===== src/rtl/sat_counter.sv =====
// rtl/sat_counter.sv - N-bit unsigned up/down counter that clamps at 0 and 2^N-1, with preset load
`timescale 1ns/1ps
module sat_counter #(
    parameter int          N       = 8,
    parameter int unsigned SET_VAL = 0
) (
    input  logic         clk,
    input  logic         rst_n,
    input  logic         inc,
    input  logic         dec,
    input  logic         setval,
    output logic [N-1:0] value
);

    localparam logic [N-1:0] MAX_CNT = {N{1'b1}};
    localparam logic [N-1:0] SET_CNT = N'(SET_VAL);

    if (N < 1 || N > 32) begin : g_bad_width
        $error("sat_counter: N=%0d outside 1..32", N);
    end

    if (64'(SET_VAL) > ((64'd1 << N) - 64'd1)) begin : g_bad_set_val
        $error("sat_counter: SET_VAL=%0d does not fit in %0d bits", SET_VAL, N);
    end

    logic [N-1:0] cnt_q;
    logic [N-1:0] cnt_d;

    // Limits are checked against constants so the increment never needs a carry bit.
    always_comb begin
        cnt_d = cnt_q;
        if (setval) begin
            cnt_d = SET_CNT;
        end else if (inc && !dec) begin
            if (cnt_q != MAX_CNT) begin
                cnt_d = cnt_q + N'(1);
            end
        end else if (dec && !inc) begin
            if (cnt_q != '0) begin
                cnt_d = cnt_q - N'(1);
            end
        end
    end

    // rst_n is active-high despite its name.
    always_ff @(posedge clk) begin
        if (rst_n) begin
            cnt_q <= '0;
        end else begin
            cnt_q <= cnt_d;
        end
    end

    assign value = cnt_q;

endmodule


===== config.mk =====
export PLATFORM = sky130hd
export DESIGN_NAME = sat_counter
export DESIGN_NICKNAME = d
export VERILOG_FILES = /design/src/rtl/sat_counter.sv
export SDC_FILE = /design/constraint.sdc
export NUM_CORES = 1
export LEC_CHECK = 0
export ABC_AREA = 1
export CAP_MARGIN = 20
export CORE_MARGIN = 1.5
export CORE_UTILIZATION = 54
export CTS_CLUSTER_DIAMETER = 50
export DETAILED_ROUTE_END_ITERATION = 10
export PLACE_DENSITY = 0.84
export SYNTH_ARGS = -nofsm -noshare
export SYNTH_HDL_FRONTEND = slang
export SYNTH_SLANG_ARGS = --single-unit
export TNS_END_PERCENT = 1

===== constraint.sdc =====
create_clock -name clk -period 3.1 [get_ports clk]
set_clock_uncertainty 0.15 [all_clocks]
set_input_delay 0.775 -clock clk [delete_from_list [all_inputs] [get_ports clk]]
set_output_delay 0.775 -clock clk [all_outputs]
set_load 0.005 [all_outputs]

Run 1, signal wires on met3:
Scale: 10 px per µm.
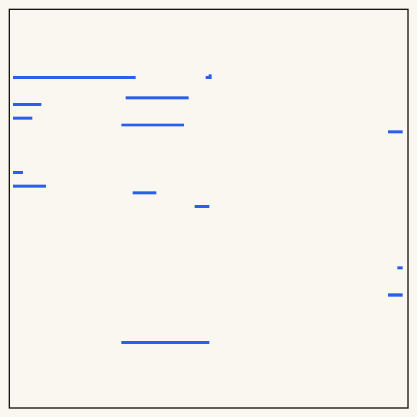
The longest straight run is 12.0 µm. The wires run mostly horizontal.
Via Count: 758
met3 Resource Use GR: 5.11%
DRT Wirelength: 1530 µm

Run 1, cell area per tile:
Scale: 10 px per µm. 8 x 8 tiles, from black (low) to pale yellow (high), 0 to 100% covered.
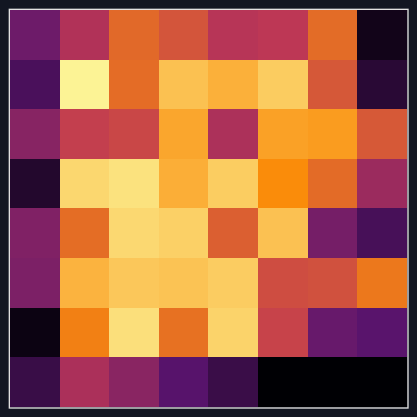
31% of the tiles are over 75% full. The fullest tile reaches 97%. The mean over all tiles is 55%.
Finished Core Util: 69.2%
core area: 1280 µm²
Starting Density: 56.7%

Run 1, cell placement:
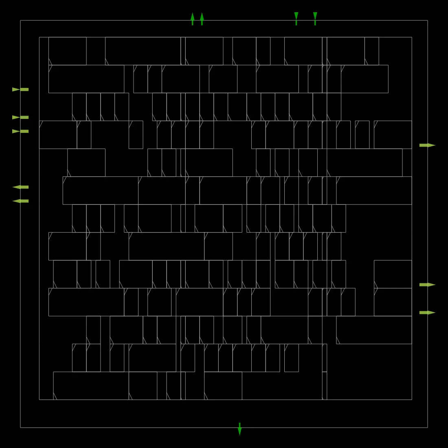
Flops: 8
FILL cells: 116
flop share of the area: 18.0%
Tapcells: 15

==> results.sh <==
# yosys + openroad results
export IMPL_post_place_ws_ps=109
export IMPL_syn_area_per_cell_um2=5.87
export IMPL_cts_setup_buffers=0
export IMPL_synth_area_um2=728
export IMPL_setup_violations=0
export IMPL_dp_hpwl_um=1160
export IMPL_cts_tree="built"
export IMPL_max_freq_mhz=366
export IMPL_ir_worst_vdd_mv=0.266
export IMPL_power_frac_clock_pct=21.7
export IMPL_ctsHoldBuffers=0
export IMPL_slowest_stage="clkdlybuf4s50_1"
export IMPL_largest_register_ffs=8
export IMPL_grt_pass1_wl_um=2530
export IMPL_reg2reg_slack_ps=1410
export IMPL_rsz0062_at_grt="no"
export IMPL_critPathKind="in -> reg"
export IMPL_run_status="complete, no violations"
export IMPL_most_common_cell="nand2_1"
export IMPL_die_area_um2=1580
export IMPL_design_final_nets=154
export IMPL_intPower_w=0.000242
export IMPL_syn_nets=137
export IMPL_syn_to_final_growth_pct=22.2
export IMPL_hold_violations=0
export IMPL_clock_latency_ps=270
export IMPL_syn_inst=124
export IMPL_seq_power_share_pct=31.2
export IMPL_synthArstFlopShare_pct=0
export IMPL_drc=0
export IMPL_tightest_slew_ps=540
export IMPL_ys_chip_area_um2=728
export IMPL_htree_levels=1
export IMPL_crit_path_max_incr_delay_ps=450
export IMPL_cp_cell_sequence="clkdlybuf4s50_1 > inv_1 > ha_1 > inv_1 > ha_1 > or2_2 > nand2_1 > xor2_1 > nand2_1 > nand2_1 > nor2_2"
export IMPL_power_leakage_nw=0.466
export IMPL_synth_stat_cells=124
export IMPL_yosys_warnings=0
export IMPL_maxCapViolCount=0
export IMPL_cpLargestDelayFamily="buffers and inverters"
export IMPL_cellPowerDensity_nw_per_um2=456
export IMPL_port_buffers=12
export IMPL_drt_antenna_violating_nets=0
export IMPL_finalCritPeriodShare_pct=88.2
export IMPL_switchingPower_w=0.000164
export IMPL_grt_antenna_before_repair=0
export IMPL_critPathRequiredTime_ps=3120
export IMPL_cp_common_cell="nand2_1"
export IMPL_slew_headroom_pct=63.9
export IMPL_p_comb_share_pct=47.1
export IMPL_die_h_um=39.7
export IMPL_fin_ws_ps=366
export IMPL_tritoncts_num_buffers=3
export IMPL_total_power_w=0.000406
export IMPL_via_per_inst=4.92
export IMPL_chipWidth_um=39.7
export IMPL_warnings=26
export IMPL_cts_reportedPaths_clkPinSlew_ps=60
export IMPL_firstDrtPassIters=4
export IMPL_post_synth_top_area_cell="nand2_1"
export IMPL_crit_buf_inv=3
export IMPL_critPathCaptureType="flip-flop"
export IMPL_clock_sinks=8
export IMPL_start_kind="input port"
export IMPL_grt_max_degree=11
export IMPL_grt_use_total_pct=25.0
export IMPL_cts_resized=0
export IMPL_first_iter_violations=14
export IMPL_top_area_share_pct=22.7
export IMPL_final_setup_tns_ps=0
export IMPL_clock_root_buffer="clkbuf_4"
export IMPL_cts_path_max_buffers=2
export IMPL_num_rows=13
export IMPL_topCellsByArea="nand2_1, dfxtp_1, nor2_1, ha_1, inv_1"
export IMPL_slew_violations=0
export IMPL_hold_ws_ps=389
export IMPL_gp_congestion=0.841
export IMPL_grt_overflow=0
export IMPL_yosysUniqueCellTypes=16
export IMPL_period_needed_ps=2730
export IMPL_crit_fanout=7
export IMPL_flop_cell="dfxtp_1"
export IMPL_worstHoldPathType="reg -> reg"
export IMPL_ys_ff=8
export IMPL_arrival_ps=2750
export IMPL_common_cells="nand2_1, nor2_1, inv_1"
export IMPL_postSynthSeqShare_pct=22.0
export IMPL_grt_pass1_vias=604
export IMPL_sw_frac_of_total_pct=40.5
export IMPL_insertedDiodeCount=0
export IMPL_edf_count=0
export IMPL_io_pins=13
export IMPL_wl_per_cell_um=9.94
export IMPL_drive_gt1_share_pct=6.47
-- run 1: worst reg2reg max path, cell delays in order, from the launching register on --
cell	delay (ps)
dfxtp_1	340
ha_1	350
or2_2	320
nand2_1	110
xor2_1	150
nand2_1	70
nand2_1	70
nor2_2	30
-- run 1: routing by layer --
| layer | up-vias | GRT usage (%) | part of all wire, % |
|---|---|---|---|
| li1 | 412 | - | - |
| met1 | 325 | 29.7 | 47 |
| met5 | - | 0 | 0 |
| met3 | 5 | 5.11 | 3.0 |
| met2 | 16 | 40.2 | 47 |
| met4 | 0 | 15.5 | 2.5 |
-- run 1: layout by cell type (no fill, tap or decap) --
cell / n
clkbuf_4: 3
nand2_1: 44
or2_2: 2
nand3_1: 7
nor2_1: 27
xor2_1: 2
o21ai_0: 1
clkdlybuf4s50_1: 12
fa_1: 1
a21oi_1: 2
ha_1: 7
nand3b_1: 2
xnor2_1: 1
inv_1: 16
nor2_2: 2
nand2_2: 1
nor2_4: 1
dfxtp_1: 8
-- run 1: area by class of cell --
| type | count | area (µm²) |
|---|---|---|
| Inverter | 16 | 60.1 |
| Fill cell | 116 | 395 |
| Multi-Input combinational cell | 100 | 508 |
| Sequential cell | 8 | 160 |
| Tap cell | 15 | 18.8 |
| Clock buffer | 3 | 22.5 |
| Timing Repair Buffer | 12 | 120 |
-- run 1: cell families after synthesis --
family / Yosys count / synth area share (%)
adders and majority gates: 8 / 14.8
AOI/OAI and AO/OA: 3 / 2.06
and+or+nand+nor: 86 / 49.3
buffers and inverters: 16 / 8.25
xor gates and xnor gates: 3 / 3.61
DFF: 8 / 22.0
-- run 1: path summary, 6_finish.rpt --
path,cells past startpoint,to,start
min reg2reg,2,value[2]$_SDFFE_PP0P_,value[2]$_SDFFE_PP0P_
min,2,value[2]$_SDFFE_PP0P_,value[2]$_SDFFE_PP0P_
max,11,value[3]$_SDFFE_PP0P_,dec
max reg2reg,7,value[3]$_SDFFE_PP0P_,value[2]$_SDFFE_PP0P_
-- run 1: power groups by stage --
stage / combinational (W) / sequential, W / clock (W)
global route: 0.000223 / 0.000129 / 0.0000932
global placement: 0.000185 / 0.000128 / 0
finish: 0.000191 / 0.000126 / 0.0000881
detailed placement: 0.000188 / 0.000129 / 0
floorplan: 0.000140 / 0.000127 / 0
CTS: 0.000191 / 0.000126 / 0.0000911
-- run 1: metrics by stage --
stage               instances  area [µm²]
finish                    154         890
global route              154         890
CTS                       154         890
detailed placement        151         867
global placement          151         867
floorplan                 124         728
Power is estimated from default activity; no workload was simulated.
